Placement view:
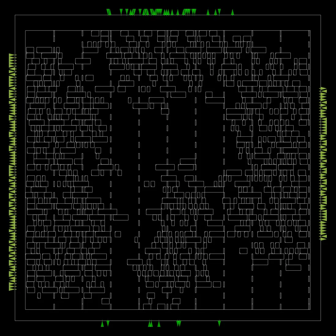
Signal wires on met1:
(4 px per µm) Supply wires on this layer in gray.
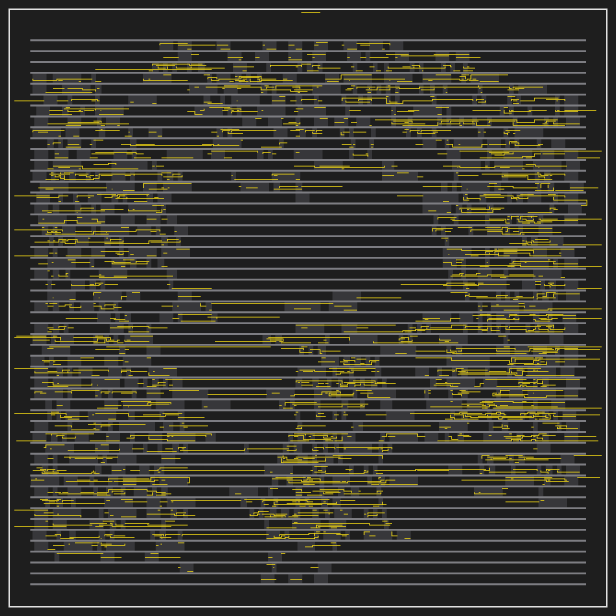
Cells by drive strength:
(2 px per µm)
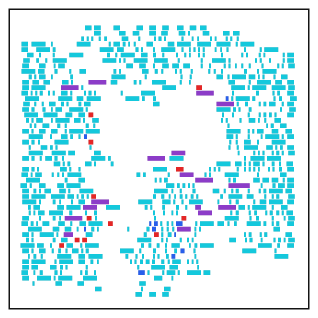
### config.mk
export PLATFORM = sky130hd
export DESIGN_NAME = apb_ram_bridge
export DESIGN_NICKNAME = d
export VERILOG_FILES = /design/src/rtl/apb_ram_bridge.sv
export SDC_FILE = /design/constraint.sdc
export NUM_CORES = 1
export LEC_CHECK = 0
export ABC_AREA = 1
export CAP_MARGIN = 25
export CELL_PAD_IN_SITES_DETAIL_PLACEMENT = 1
export CELL_PAD_IN_SITES_GLOBAL_PLACEMENT = 2
export CORE_MARGIN = 5
export CORE_UTILIZATION = 21
export DETAILED_ROUTE_END_ITERATION = 7
export PLACE_DENSITY = 0.89
export SYNTH_ARGS = -nofsm -noshare
export SYNTH_HDL_FRONTEND = slang
export SYNTH_SLANG_ARGS = --single-unit
### constraint.sdc
create_clock -name clk -period 2.23 [get_ports clk]
set_input_delay 0.446 -clock clk [delete_from_list [all_inputs] [get_ports clk]]
set_output_delay 0.446 -clock clk [all_outputs]
set_load 0.05 [all_outputs]
### src/rtl/apb_ram_bridge.sv
// APB3/APB4 slave that turns each transfer into one single-cycle RAM request,
// with address checking, a ready-timeout and registered APB responses.
module apb_ram_bridge #(
    parameter int DATA_WIDTH = 32,
    parameter int ADDR_WIDTH = 16,
    parameter int TIMEOUT    = 16
) (
    input  logic                    clk,
    input  logic                    rst,
    input  logic                    psel,
    input  logic                    penable,
    input  logic                    pwrite,
    input  logic [ADDR_WIDTH-1:0]   paddr,
    input  logic [DATA_WIDTH-1:0]   pwdata,
    input  logic [DATA_WIDTH/8-1:0] pstrb,
    output logic                    pready,
    output logic [DATA_WIDTH-1:0]   prdata,
    output logic                    pslverr,
    output logic                    ram_enable,
    output logic                    ram_we,
    output logic [ADDR_WIDTH-1:0]   ram_addr,
    output logic [DATA_WIDTH-1:0]   ram_din,
    output logic [DATA_WIDTH/8-1:0] ram_strb,
    input  logic                    ram_ready,
    input  logic [DATA_WIDTH-1:0]   ram_dout,
    output logic [1:0]              state_dbg
);

    localparam int SW = DATA_WIDTH / 8;
    localparam int CW = $clog2(TIMEOUT + 1);

    typedef enum logic [1:0] {
        IDLE   = 2'd0,
        REQ    = 2'd1,
        RD_CAP = 2'd2,
        RESP   = 2'd3
    } state_t;

    // Handshake: the RAM accepts a request on any edge where ram_enable and
    // ram_ready are both high; read data follows one cycle later. The APB
    // side completes on the single cycle where pready is high.

    state_t                  state_q, state_d;
    logic [CW-1:0]           cnt_q, cnt_d;
    logic                    dropped_q, dropped_d;
    logic                    pready_d, pslverr_d, ram_enable_d, ram_we_d;
    logic [DATA_WIDTH-1:0]   prdata_d, ram_din_d;
    logic [ADDR_WIDTH-1:0]   ram_addr_d;
    logic [SW-1:0]           ram_strb_d;
    logic                    addr_err;
    logic                    drop;

    assign addr_err  = (paddr[1:0] != 2'b00) || (paddr[ADDR_WIDTH-1 -: 2] != 2'b00);
    // Once the master abandons the transfer, the RAM side still finishes but no pready is returned.
    assign drop      = dropped_q || !psel;
    assign state_dbg = state_q;

    always_comb begin
        state_d      = state_q;
        cnt_d        = cnt_q;
        dropped_d    = dropped_q;
        pready_d     = pready;
        pslverr_d    = pslverr;
        prdata_d     = prdata;
        ram_enable_d = ram_enable;
        ram_we_d     = ram_we;
        ram_addr_d   = ram_addr;
        ram_din_d    = ram_din;
        ram_strb_d   = ram_strb;

        case (state_q)
            IDLE: begin
                cnt_d     = '0;
                dropped_d = 1'b0;
                pready_d  = 1'b0;
                pslverr_d = 1'b0;
                if (psel && !penable) begin
                    ram_addr_d = paddr;
                    ram_din_d  = pwdata;
                    ram_we_d   = pwrite;
                    ram_strb_d = pwrite ? pstrb : '0;
                    if (addr_err) begin
                        state_d   = RESP;
                        pready_d  = 1'b1;
                        pslverr_d = 1'b1;
                        prdata_d  = '0;
                    end else begin
                        state_d      = REQ;
                        ram_enable_d = 1'b1;
                    end
                end
            end

            REQ: begin
                if (!psel) dropped_d = 1'b1;
                if (ram_ready) begin
                    ram_enable_d = 1'b0;
                    if (!ram_we) begin
                        state_d = RD_CAP;
                    end else if (drop) begin
                        state_d = IDLE;
                    end else begin
                        state_d   = RESP;
                        pready_d  = 1'b1;
                        pslverr_d = 1'b0;
                    end
                end else begin
                    cnt_d = cnt_q + 1'b1;
                    if (cnt_q == CW'(TIMEOUT - 1)) begin
                        ram_enable_d = 1'b0;
                        if (drop) begin
                            state_d = IDLE;
                        end else begin
                            state_d   = RESP;
                            pready_d  = 1'b1;
                            pslverr_d = 1'b1;
                            prdata_d  = '0;
                        end
                    end
                end
            end

            RD_CAP: begin
                if (drop) begin
                    state_d = IDLE;
                end else begin
                    state_d  = RESP;
                    prdata_d = ram_dout;
                    pready_d = 1'b1;
                end
            end

            RESP: begin
                state_d   = IDLE;
                pready_d  = 1'b0;
                pslverr_d = 1'b0;
                cnt_d     = '0;
            end

            default: state_d = IDLE;
        endcase
    end

    always_ff @(posedge clk) begin
        if (rst) begin
            state_q    <= IDLE;
            cnt_q      <= '0;
            dropped_q  <= 1'b0;
            pready     <= 1'b0;
            pslverr    <= 1'b0;
            prdata     <= '0;
            ram_enable <= 1'b0;
            ram_we     <= 1'b0;
            ram_addr   <= '0;
            ram_din    <= '0;
            ram_strb   <= '0;
        end else begin
            state_q    <= state_d;
            cnt_q      <= cnt_d;
            dropped_q  <= dropped_d;
            pready     <= pready_d;
            pslverr    <= pslverr_d;
            prdata     <= prdata_d;
            ram_enable <= ram_enable_d;
            ram_we     <= ram_we_d;
            ram_addr   <= ram_addr_d;
            ram_din    <= ram_din_d;
            ram_strb   <= ram_strb_d;
        end
    end

endmodule

==> flow_summary_export.csv <==
group,metric,value,unit
outcome,status,"complete, no violations",
clock_tree,cts_setup_buffers,0,
place,pre_cts_ws,0.147,ns
power,switching_power,3.93,mW
layout,largestRegisters,"prdata: 32 flops, ram_din: 32 flops, ram_addr: 16 flops",
run,drv_cap,0,
critical_path,timing.rr.start,"cnt_q[1]",
power,p_clk_share,19.0,%
place,dpl-instance-area,6150,µm²
global_route,grt_max_degree,55,
clock_tree,cts_hold_buf,0,
clock_tree,root_buffer,"clkbuf_16",
sta,setup_tns,0,ns
global_route,globalRouteOverflowTotal,0,
clock_tree,cts_tree,"yes",
power,share_seq_of_total_power,27.8,%
detailed_routing,drtPass1Iterations,4,
power,powerComb,4.51,mW
sta,maxSlewViolCount,0,
synth,top_area_cell,"dfxtp_1",
clock_tree,clock.latency.late_pin,0.35,ns
synth,mux_share,0,%
synth,flop_cell,"dfxtp_1",
synth,fa_ha_area_share,2.16,%
critical_path,crit_path_end,"state_dbg[0]",
synth,top_area_share,47.4,%
sta,setup_violations,0,
sta,max_freq,480,MHz
synth,floorplan.nets,685,
run,warning_count,30,
clock_tree,postCtsResizedCells,0,
synth,avgSynthCellArea,6.90,µm²
power,ir_worst_vdd,0.000412,V
synth,yosysWarnings,0,
clock_tree,cts_buffers,9,
clock_tree,cts_buffer_depth,2,
critical_path,crit_buf_inv,1,
synth,synth_simple_gate_area_share,30.3,%
global_route,grt_pass1_wl,22.4,mm
synth,logic_family,"simple AND/OR/NAND/NOR gates",
power,p_int,4.54,mW
## Picture notes: 'placement view'
Final Util: 34.2%
filler instances: 2322
fin cells: 1020
flop count: 96
flop share of the area: 29.8%

## Picture notes: 'signal wires on met1'
share of all routed wire = 42%
wire length on this layer = 5970 µm
longest straight run = 40.9 µm
nets with wire on the layer = 738
vias post-DR: 4167
WL final: 14.2 mm
global-route track usage on met1: 14.4%

## Picture notes: 'cells by drive strength'
drive 2 -> blue  # cells 11, share 1.4%, most used nand2_2
drive 3 to 4 -> red  # cells 12, share 1.6%, most used buf_4
drive 6 and up -> purple  # cells 17, share 2.2%, most used clkbuf_16
drive 1 or less -> cyan  # cells 720, share 95%, most used nand2_1

==> cell type report <==
cell class                 count  area share [%]
timing repair buffer         191            29.8
sequential                    96            29.8
multi-input combinational    400            27.3
tap                          260            5.04
clock buffer                  10            3.70
inverter                      57            3.31
clock inverter                 6            1.05
==> stage by stage <==
| step | utilization [%] | hold WS (ns) | power (mW) |
|---|---|---|---|
| after CTS | 34.2 | 0.468 | 8.64 |
| after floorplan | - | 0.443 | 5.49 |
| after global routing | 34.2 | 0.480 | 9.11 |
| final | 34.2 | 0.463 | 8.47 |
| after detailed placement | 32.6 | 0.458 | 6.97 |
| after global placement | 32.6 | 0.450 | 6.92 |
==> routing by layer <==
layer	track usage [%]	vias to the layer above
met5	0	-
met4	3.57	2
met3	8.39	11
met2	19.9	149
met1	14.4	1855
li1	-	2150
Power and IR drop assume default switching activity.
